==> run_1/final_clocks.png <==
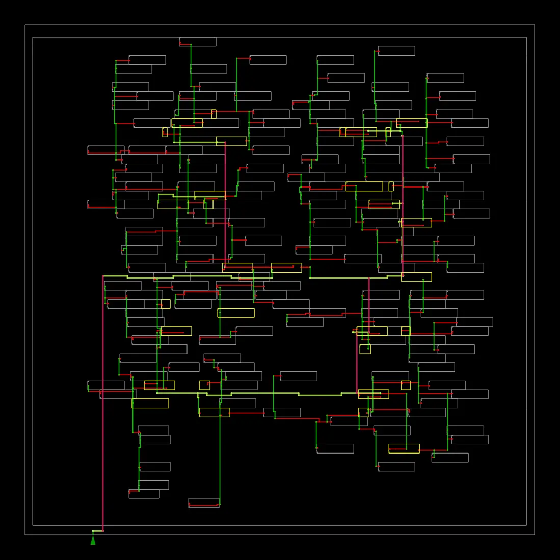
==> run_1/clock_map.png <==
Scale bar: 50 um.
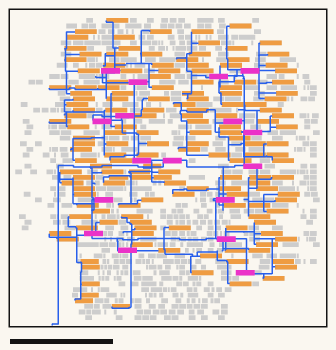
==> run_1/registers.png <==
Scale bar: 50 um. Other sequential cells in the stronger grey, the rest of the logic in the fainter grey.
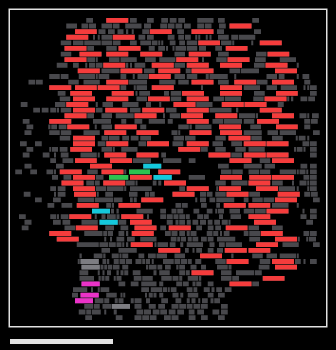
==> run_1/zoom.png <==
Region (100, 23) to (130, 53) um. Cells in grey, sequential cells in the stronger grey; small squares are vias.
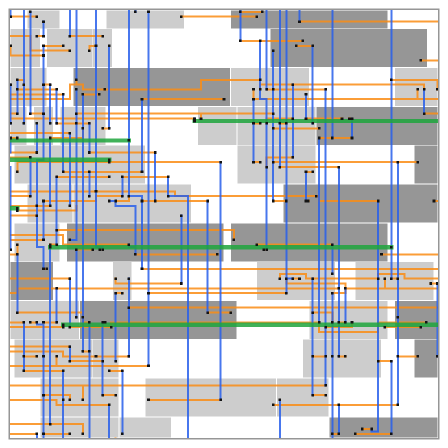
File: src/rtl/rf_pkg.sv
// Shared types for the register-file writeback path.
// Holds the queued-write entry layout used by the arbiter and its FIFO.
package rf_pkg;
   localparam int REG_IDX_W = 5;
   localparam int XLEN      = 32;

   typedef struct packed {
      logic [REG_IDX_W-1:0] ind;
      logic [XLEN-1:0]      dat;
   } wb_entry_t;
endpackage

File: src/rtl/wb_fifo.sv
// Pending-write queue: circular buffer with up to two pushes and one pop
// per cycle, exposing per-entry valid and index for hazard matching.
module wb_fifo
   import rf_pkg::*;
#(
   parameter  int DEPTH = 4,
   localparam int CW    = $clog2(DEPTH + 1),
   localparam int PW    = $clog2(DEPTH)
)(
   input  logic                            clk,
   input  logic                            rst_n,
   input  logic                            push0,
   input  wb_entry_t                       d0,
   input  logic                            push1,
   input  wb_entry_t                       d1,
   input  logic                            pop,
   output wb_entry_t                       head,
   output logic [CW-1:0]                   count,
   output logic [DEPTH-1:0]                valid,
   output logic [DEPTH-1:0][REG_IDX_W-1:0] ind,
   output logic [PW-1:0]                   rd_ptr
);

   wb_entry_t          mem_q [DEPTH];
   logic [PW-1:0]      wr_ptr;
   logic [PW-1:0]      wr_nxt;
   logic [DEPTH-1:0]   valid_nxt;

   function automatic logic [PW-1:0] inc(input logic [PW-1:0] p);
      return (p == PW'(DEPTH - 1)) ? '0 : p + 1'b1;
   endfunction

   assign wr_nxt = inc(wr_ptr);
   assign head   = mem_q[rd_ptr];

   always_comb begin
      valid_nxt = valid;
      if (pop)   valid_nxt[rd_ptr] = 1'b0;
      if (push0) valid_nxt[wr_ptr] = 1'b1;
      if (push1) valid_nxt[wr_nxt] = 1'b1;
   end

   always_comb begin
      for (int i = 0; i < DEPTH; i++) ind[i] = mem_q[i].ind;
   end

   always_ff @(posedge clk) begin
      if (push0) mem_q[wr_ptr] <= d0;
      if (push1) mem_q[wr_nxt] <= d1;
   end

   always_ff @(posedge clk or negedge rst_n) begin
      if (!rst_n) begin
         wr_ptr <= '0;
         rd_ptr <= '0;
         count  <= '0;
         valid  <= '0;
      end else begin
         if (push1)      wr_ptr <= inc(wr_nxt);
         else if (push0) wr_ptr <= wr_nxt;
         if (pop) rd_ptr <= inc(rd_ptr);
         count <= count + CW'(push0) + CW'(push1) - CW'(pop);
         valid <= valid_nxt;
      end
   end
endmodule

File: src/rtl/rf_write_arbiter.sv
// Serialises load and ALU writebacks onto one register-file write port,
// buffering collisions in order and flagging read-after-write hazards.
module rf_write_arbiter #(
   parameter int DEPTH = 4,
   parameter int XLEN  = rf_pkg::XLEN
)(
   input  logic            clk,
   input  logic            rst_n,
   input  logic            alu_take,
   input  logic [4:0]      alu_ind,
   input  logic [XLEN-1:0] alu_dat,
   input  logic            mem_take,
   input  logic [4:0]      mem_ind,
   input  logic [XLEN-1:0] mem_dat,
   input  logic [4:0]      rs1_ind,
   input  logic [4:0]      rs2_ind,
   output logic            wr_en,
   output logic [4:0]      wr_ind,
   output logic [XLEN-1:0] wr_dat,
   output logic            stall,
   output logic            rs1_pend,
   output logic            rs2_pend,
   output logic            overflow_err
);
   import rf_pkg::*;

   localparam int CW = $clog2(DEPTH + 1);
   localparam int PW = $clog2(DEPTH);

   logic                            m_v, a_v, q_ne, pop;
   logic                            m_enq, a_enq;
   logic                            c0_v, c1_v, push0, push1, drop;
   wb_entry_t                       m_e, a_e, c0, head;
   logic [CW-1:0]                   count, space;
   logic [DEPTH-1:0]                q_valid, live;
   logic [DEPTH-1:0][REG_IDX_W-1:0] q_ind;
   logic [PW-1:0]                   rd_ptr;

   // x0 writes are dropped at the door; reset also masks arrivals
   assign m_v  = rst_n && mem_take && (mem_ind != '0);
   assign a_v  = rst_n && alu_take && (alu_ind != '0);
   assign m_e  = '{ind: mem_ind, dat: mem_dat};
   assign a_e  = '{ind: alu_ind, dat: alu_dat};
   assign q_ne = (count != '0);
   assign pop  = q_ne;

   assign m_enq = m_v && q_ne;
   assign a_enq = a_v && (q_ne || m_v);
   assign c0_v  = m_enq || a_enq;
   assign c1_v  = m_enq && a_enq;
   assign c0    = m_enq ? m_e : a_e;

   // the slot freed by this cycle's pop is not counted as space
   assign space = CW'(DEPTH) - count;
   assign push0 = c0_v && (space != '0);
   assign push1 = c1_v && (space >= CW'(2));
   assign drop  = (c0_v && !push0) || (c1_v && !push1);
   assign stall = (count >= CW'(DEPTH - 1));

   always_comb begin
      wr_en  = 1'b1;
      wr_ind = '0;
      wr_dat = '0;
      priority case (1'b1)
         q_ne: begin
            wr_ind = head.ind;
            wr_dat = head.dat;
         end
         m_v: begin
            wr_ind = mem_ind;
            wr_dat = mem_dat;
         end
         a_v: begin
            wr_ind = alu_ind;
            wr_dat = alu_dat;
         end
         default: wr_en = 1'b0;
      endcase
   end

   always_comb begin
      rs1_pend = 1'b0;
      rs2_pend = 1'b0;
      for (int i = 0; i < DEPTH; i++) begin
         live[i] = q_valid[i] && !(pop && (PW'(i) == rd_ptr));
         if (live[i] && (q_ind[i] == rs1_ind)) rs1_pend = 1'b1;
         if (live[i] && (q_ind[i] == rs2_ind)) rs2_pend = 1'b1;
      end
      if (m_enq && (mem_ind == rs1_ind)) rs1_pend = 1'b1;
      if (a_enq && (alu_ind == rs1_ind)) rs1_pend = 1'b1;
      if (m_enq && (mem_ind == rs2_ind)) rs2_pend = 1'b1;
      if (a_enq && (alu_ind == rs2_ind)) rs2_pend = 1'b1;
      if (rs1_ind == '0) rs1_pend = 1'b0;
      if (rs2_ind == '0) rs2_pend = 1'b0;
   end

   always_ff @(posedge clk or negedge rst_n) begin
      if (!rst_n) overflow_err <= 1'b0;
      else if (drop) overflow_err <= 1'b1;
   end

   wb_fifo #(.DEPTH(DEPTH)) u_fifo (
      .clk    (clk),
      .rst_n  (rst_n),
      .push0  (push0),
      .d0     (c0),
      .push1  (push1),
      .d1     (a_e),
      .pop    (pop),
      .head   (head),
      .count  (count),
      .valid  (q_valid),
      .ind    (q_ind),
      .rd_ptr (rd_ptr)
   );
endmodule

File: config.mk
export PLATFORM = sky130hd
export DESIGN_NAME = rf_write_arbiter
export DESIGN_NICKNAME = d
export VERILOG_FILES = /design/src/rtl/rf_pkg.sv /design/src/rtl/wb_fifo.sv /design/src/rtl/rf_write_arbiter.sv
export SDC_FILE = /design/constraint.sdc
export NUM_CORES = 1
export LEC_CHECK = 0
export CORE_MARGIN = 2
export CORE_UTILIZATION = 45
export CTS_CLUSTER_DIAMETER = 30
export DETAILED_ROUTE_END_ITERATION = 6
export MAX_ROUTING_LAYER = met4
export PLACE_DENSITY = 0.77
export SYNTH_ARGS = -nofsm -noshare
export SYNTH_HDL_FRONTEND = slang
export SYNTH_SLANG_ARGS = --single-unit
File: constraint.sdc
create_clock -name clk -period 8.8 [get_ports clk]
set_input_delay 2.2 -clock clk [delete_from_list [all_inputs] [get_ports clk]]
set_output_delay 2.2 -clock clk [all_outputs]
set_load 0.02 [all_outputs]
==> flow_summary.ini, run 1 <==
; generated from flow reports
[worst_setup_path]
cp_top_family = simple AND/OR/NAND/NOR gates
cp-startpoint = mem_ind[4]
worstPathArrival_ps = 5450
cp_slowest_cell = clkdlybuf4s50_1
required_ps = 6600
cpPeakStageDelay_ps = 620
start_kind = input port
path_max_fanout = 23
reg2reg_from = u_fifo.count[0]
path_buffers = 3
path_cells = clkdlybuf4s50_1 -> or3_1 -> nor3_1 -> nor2_4 -> nor2_4 -> buf_4 -> a221oi_1 -> nor2_1 -> clkdlybuf4s50_1
crit_type = in2out
cp-end-kind = output pin

[final_timing]
fin_crit_ps = 7650
setup_violations = 0
finalMaxSlewViolations = 0
period_used_share = 0.870
max_slew_margin = 0.244
final_hold_viol_count = 0
setup_tns_ps = 0
rsz0062_at_grt = no
max_clock_freq_ghz = 0.131
tightestPinTransition_ps = 1130

[route]
wl_per_cell_um = 22.1
dr.pass1.iters = 5
antenna_left = 0
vias = 6292
routed_via_density = 5.75
wirelength_um = 24200
dr.first_iter.drc_count = 484
route.detailed.drc = 0

[synthesis]
ys_seq_frac = 0.473
ys_warn_count = 0
netlist_area_um2 = 10000
syn_inst = 703
synth_area_per_cell_um2 = 14.3
yosysUniqueCellTypes = 43
synth-edff-count = 148
ys_cells = 703
synthFlopType = edfxtp_1
ys.flops = 160
async_flop_share = 0.0750
syn_nets = 808
ys_area_um2 = 10000

[cells_and_area]
drive_above_1_share = 0.301
n_fill_cell = 1784
syn_to_final_growth_pct = 20.0
layout_top_cells = edfxtp_1 (148), clkdlybuf4s50_1 (129), mux2_4 (120)
nets = 906
layout_top_cell = edfxtp_1

[pwr]
max-vdd-ir-drop_mv = 0.160
power_w = 0.00356
p_per_area_nw_per_um2 = 296
p_leak_nw = 4.59

[status]
status = complete, no violations

[die]
core_um2 = 21800
row_count = 54
die-area_um2 = 23500
die_h_um = 153
dieWidth_um = 153
io_pins = 130
initCoreUtil = 0.460

[clocking]
postCtsSetupBuffers = 0
cts_tree = yes
cts-root-buf = clkbuf_16
clkTransAtPathRegs_ps = 60
clock-sinks = 160
clockBufferDepth = 2
cts_hold_buf = 0
htreeDepth = 4
cts_resized = 0

[grt]
grt_max_degree = 46
track_usage = 0.216
use_met1 = 0.268
busiest_layer = met2
grt_pass1_wl_um = 37500
grt_pass1_vias = 6569
antenna_found_initial = 1
overflow = 0
met3_usage = 0.0442
use_met2 = 0.363

[placement]
gp_congestion = 0.939
portBuffers = 129
place_hpwl_um = 15000

[min_path]
hold_class = reg2reg
min_from = overflow_err

[flow_run]
cap_violations = 0
tool_warnings = 35
About final_clocks.png:
cts bufs inserted: 17
flop count: 160
clock buffer count: 19
P_clk: 0.000751 W

About clock_map.png:
[blue] clock wires | length: 1960 um
[magenta] cells driving clock nets | count: 17
[orange] flip-flops | count: 160
flops lie: all over the die
routed clock nets: 18
Skew-Pair Late Insertion Delay: 430 ps
Clock Skews: 5.64 ps
Clk pwr share: 0.211

About registers.png:
| colour | signal | placed flops |
|---|---|---|
| red | u_fifo.mem_q | 148 |
| green | u_fifo.rd_ptr | 2 |
| magenta | u_fifo.count | 3 |
| cyan | u_fifo.valid | 4 |
Seq area share: 0.395
fin util: 0.552
sequential power: 0.00120 W
Reg area: 4750 um^2

About zoom.png:
| colour | layer |
|---|---|
| blue | met2 |
| green | met3 |
| orange | met1 |
netlist names of flops here include: u_fifo.mem_q (8)
most frequent: mux2_4 (12), edfxtp_1 (8), xor2_1 (4)
cells with their middle in the window: 36
sequential cells in the window: 8

==> run 1: per-stage QoR <==
step	hold WS (ps)	setup WS, ps	cell area, um^2	util	instances
after floorplan	487	2450	10000	-	703
after global placement	477	1180	11400	0.524	1062
after detailed placement	478	1160	11400	0.524	1062
after CTS	492	1140	12000	0.552	1094
after global routing	513	983	12000	0.552	1095
final	492	1150	12000	0.552	1095
==> run 1: worst paths after layout <==
check	depth (start not counted)	to	slack [ps]
hold reg to reg	2	overflow_err	490
min in group asynchronous	2	u_fifo.count[2]	2110
setup / recovery	9	wr_ind[3]	1150
hold / removal	2	overflow_err	490
setup reg to reg	13	u_fifo.count[2]	4620
max in group asynchronous	2	u_fifo.rd_ptr[0]	6440
==> run 1: cells by family after synthesis <==
| group | share of synthesized area |
|---|---|
| AND-OR/OR-AND | 0.0528 |
| XOR/XNOR | 0.0533 |
| adder cells (fa/ha/maj) | 0.0237 |
| buffers and inverters | 0.0398 |
| AND/OR/NAND/NOR | 0.0621 |
| flip-flops | 0.473 |
| multiplexers | 0.295 |
==> run 1: power breakdown <==
part	internal, W	switching [W]
sequential	0.00104	0.000158
clock	0.000446	0.000305
combinational	0.000807	0.000806
==> run 1: worst register-to-register path, delay by kind of cell (launching register included) <==
| family | cells | cell delay [ps] |
|---|---|---|
| xor+xnor | 1 | 160 |
| fa+ha+maj | 5 | 1540 |
| buf+inv | 4 | 670 |
| flops | 1 | 420 |
| simple gates | 3 | 1280 |
==> run 1: cells in the mapped netlist (12+ instances only) <==
| master | number | share of area |
|---|---|---|
| edfxtp_1 | 148 | 0.44 |
| mux2_4 | 120 | 0.18 |
| nor2_1 | 80 | 0.030 |
| xor2_1 | 43 | 0.038 |
| mux4_2 | 37 | 0.083 |
| clkbuf_1 | 34 | 0.013 |
| a221oi_1 | 33 | 0.029 |
| mux2_2 | 29 | 0.033 |
| xnor2_1 | 18 | 0.016 |
| ha_1 | 15 | 0.019 |
| nand2_1 | 14 | 0.0052 |
| inv_1 | 13 | 0.0049 |
| buf_6 | 12 | 0.013 |
| dfrtp_1 | 12 | 0.030 |
==> run 1: sequential cells by signal, indices dropped and copies added, names as in the netlist <==
register       flops
u_fifo.wr_ptr      2
u_fifo.rd_ptr      2
u_fifo.mem_q     148
overflow_err       1
u_fifo.count       3
u_fifo.valid       4
==> run 1: cell type report <==
type                    count  area, um^2  area share
multi-input cells         468        4910       0.408
flip-flops and latches    160        4750       0.395
repair buffers            141        1380       0.115
clock buffers              19         433      0.0360
well taps                 280         350      0.0291
clock inverters            13         159      0.0132
inverters                  13        48.8     0.00405
diodes                      1        2.50    0.000208
==> run 1: metal layers <==
layer  vias to the layer above  wire length (um)  part of all wire
li1                       2886                 -                 -
met1                      3199             10200              0.42
met2                       186             12400              0.51
met3                        21              1310             0.054
met4                         0               282             0.012
met5                         -                 0                 0
==> run_1/drive_strength.png <==
Scale bar: 50 um.
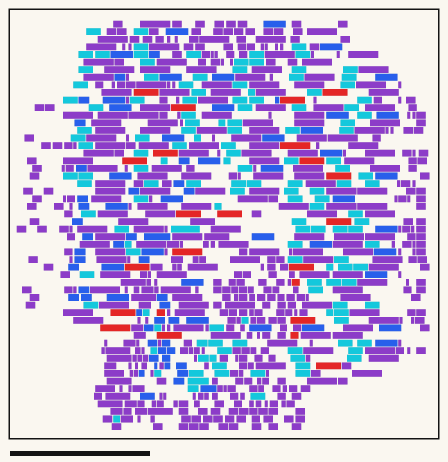

## Run 2: what changed since run 1
ABC_AREA = 1   (was unset)
CORE_MARGIN = unset   (was 2)
DONT_BUFFER_PORTS = 1   (was unset)
PLACE_DENSITY = 0.7   (was 0.77)
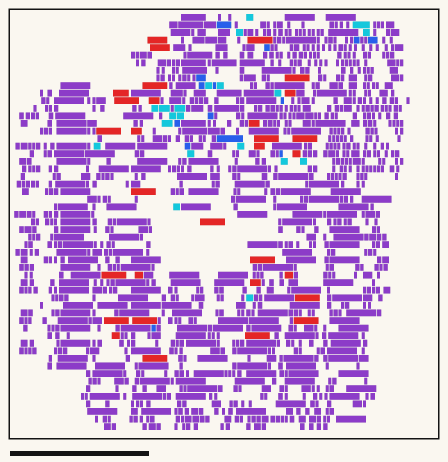
(run_2/drive_strength.png)
Scale bar: 50 um.
| colour | size | cells |
|---|---|---|
| cyan | drive 3 to 4 | 20 |
| purple | drive 1 or less | 1182 |
| red | drive 6 and up | 30 |
| blue | drive 2 | 14 |
number of non-clock buffers: 14
Area Overhead vs Synth: 4.83%
setup ws final: 2670 ps
Design Area, Final: 10800 um^2

==> run 2 against run 1 <==
- sequential power fell by 7%
- synthesized cell count rose by 85%
- combinational power fell by 15%
- cell area fell by 10%
- setup slack improved by 1500 ps
- core utilization fell by 7.1 points
- register-to-register slack got worse by 690 ps
- clock power fell by 5.1%
==> flow_summary.ini, run 2 <==
; generated from flow reports
[placement]
dp_slack_ps = 2730
place_hpwl_um = 17100
gp_congestion = 0.919
portBuffers = 0

[route]
route.detailed.drc = 0
routed.top_layer = met4
dr.pass1.iters = 6
dr.first_iter.drc_count = 793
drt-met1-wl_um = 11400
routed_via_density = 5.76
wirelength_um = 27900
wl_per_cell_um = 18.2
met2_length_um = 13500
dr_wl_met3_um = 2390
antenna_left = 0
vias = 8824

[worst_setup_path]
cp-end-kind = output pin
worst-r2r-cell-count = 13
cp-startpoint = u_fifo.count[1]
path_max_fanout = 77
rrSetupSlack_ps = 3930
worstPathArrival_ps = 3930
critPathCapture = rs1_pend
crit_type = reg2out
reg2reg_to = u_fifo.mem_q[3][20]
start_kind = flip-flop
required_ps = 6600
reg2reg_from = u_fifo.count[1]

[cells_and_area]
reg_top3 = u_fifo.mem_q: 148 flops, u_fifo.valid: 4 flops, u_fifo.count: 3 flops
layout_top_cell = nand2_1
largest_register_ffs = 148
n_fill_cell = 2151
layout_top_cells = nand2_1 (433), o21ai_0 (209), edfxtp_1 (148)
drive_above_1_share = 0.0514
nets = 1338
largest-register = u_fifo.mem_q

[synthesis]
yosysUniqueCellTypes = 35
common_cells = nand2_1 (438), o21ai_0 (209), edfxtp_1 (148), inv_1 (89), o21ai_1 (51)
synth_top_area_share = 0.430
ys_area_um2 = 10300
syn_nets = 1404
synth-edff-count = 148
synthFlopType = edfxtp_1
topCellsByArea = edfxtp_1 (43%), nand2_1 (16%), o21ai_0 (10%)
ys_seq_frac = 0.459
ys_warn_count = 0
ys.flops = 160
top_cell = nand2_1
yosys.area.top_type = edfxtp_1
netlist_area_um2 = 10300
async_flop_share = 0.0750
synth_area_per_cell_um2 = 7.96
ys_cells = 1299
syn_inst = 1299

[grt]
overflow = 0
antenna_found_initial = 1
grt_pass1_wl_um = 43400
grt_max_degree = 80
track_usage = 0.247
grt_pass1_vias = 8260

[pwr]
internal_power_w = 0.00179
p_leak_nw = 4.08
max-vdd-ir-drop_mv = 0.128
power_frac_clock = 0.223
p_per_area_nw_per_um2 = 295
power_switching_w = 0.00140
switching_share = 0.439
comb_power_share = 0.428
seq_power_share = 0.349

[final_timing]
fin_hold_ws_ps = 568
period_used_share = 0.697
setup_violations = 0
max_clock_freq_ghz = 0.163
setup_tns_ps = 0
clock_skew_ps = 9.19
rsz0062_at_grt = no
tightestPinTransition_ps = 1140
max_slew_margin = 0.235
final_hold_viol_count = 0
finalMaxSlewViolations = 0
fin_crit_ps = 6130

[clocking]
clkTransAtPathRegs_ps = 70
cts_hold_buf = 0
clockBufferDepth = 2
clock-sinks = 160
clk_latency_ps = 430
postCtsSetupBuffers = 0
cts_tree = yes
cts_resized = 0
htreeDepth = 4
cts-root-buf = clkbuf_16
cts_buffers = 17

[die]
initCoreUtil = 0.458
core_um2 = 22600
row_count = 55
die_h_um = 154
die-area_um2 = 23600
io_pins = 130
dieWidth_um = 154

[flow_run]
cap_violations = 0
tool_warnings = 35

[status]
status = complete, no violations

[min_path]
hold_class = reg2reg
## run 2: cell count changes after synthesis, moves of 29 or more
cell      delta
a21oi_1     +43
a221oi_1    -33
a32o_1      +31
inv_1       +76
mux2_2      -29
mux2_4     -120
mux4_2      -37
nand2_1    +424
nand3_1     +30
nor2_1      -36
o211ai_1    +32
o21ai_0    +203
o21ai_1     +51
## run 2: power groups by stage
stage / Sequential [W] / Clock [W] / Combinational, W
2_1_floorplan: 0.00111 / 0 / 0.00108
3_3_place_gp: 0.00113 / 0 / 0.00135
3_5_place_dp: 0.00113 / 0 / 0.00137
4_1_cts: 0.00111 / 0.000721 / 0.00138
5_1_grt: 0.00113 / 0.000750 / 0.00151
6_report: 0.00112 / 0.000713 / 0.00137
## run 2: logic make-up (layout without fill, tap and decap cells)
logic type	Yosys count	after routing	synth area share
AND-OR/OR-AND	378	378	0.207
XOR/XNOR	24	24	0.0203
adder cells (fa/ha/maj)	17	17	0.0220
buffers and inverters	190	137	0.0861
flip-flops	160	160	0.459
other	0	1	0
AND/OR/NAND/NOR	530	530	0.206
## run 2: layer usage
layer	vias up	GRT usage
met3	55	0.0527
met2	376	0.405
met5	-	-
met1	4093	0.295
met4	0	0.101
li1	4300	-
## run 2: metrics by stage
stage / utilization / instance area (um^2) / total power, W / instances
CTS: 0.480 / 10800 / 0.00321 / 1531
global route: 0.480 / 10800 / 0.00339 / 1532
global placement: 0.455 / 10300 / 0.00247 / 1499
detailed placement: 0.455 / 10300 / 0.00251 / 1499
floorplan: - / 10300 / 0.00220 / 1299
finish: 0.480 / 10800 / 0.00320 / 1532
## run 2: cell type report
| type | count | area [um^2] | share of cell area |
|---|---|---|---|
| inverters | 91 | 342 | 0.0315 |
| clock inverters | 14 | 139 | 0.0128 |
| clock buffers | 18 | 429 | 0.0396 |
| flip-flops and latches | 160 | 4750 | 0.438 |
| multi-input cells | 949 | 4720 | 0.435 |
| well taps | 285 | 357 | 0.0329 |
| repair buffers | 14 | 105 | 0.00970 |
| diodes | 1 | 2.50 | 0.000231 |
## run 2: worst min path at each step
stage	end	from	slack, ps	cells past startpoint
2_1_floorplan	u_fifo.valid[1]	u_fifo.valid[1]	480	2
3_3_place_gp	u_fifo.valid[0]	u_fifo.valid[0]	530	2
3_5_place_dp	u_fifo.valid[0]	u_fifo.valid[0]	550	2
4_1_cts	u_fifo.valid[0]	u_fifo.valid[0]	570	2
5_1_grt	u_fifo.valid[0]	u_fifo.valid[0]	600	2
6_report	u_fifo.valid[0]	u_fifo.valid[0]	570	2
## run 2: critical path, cell delays in order, from the launching register on
cell	delay, ps
dfrtp_1	420
inv_1	130
ha_1	190
ha_2	170
buf_4	620
inv_1	490
nand3_4	180
buf_4	670
inv_1	230
nand2_1	120
nand3_1	60
nor2_1	110
nor2_1	110
Power and IR drop assume default switching activity.
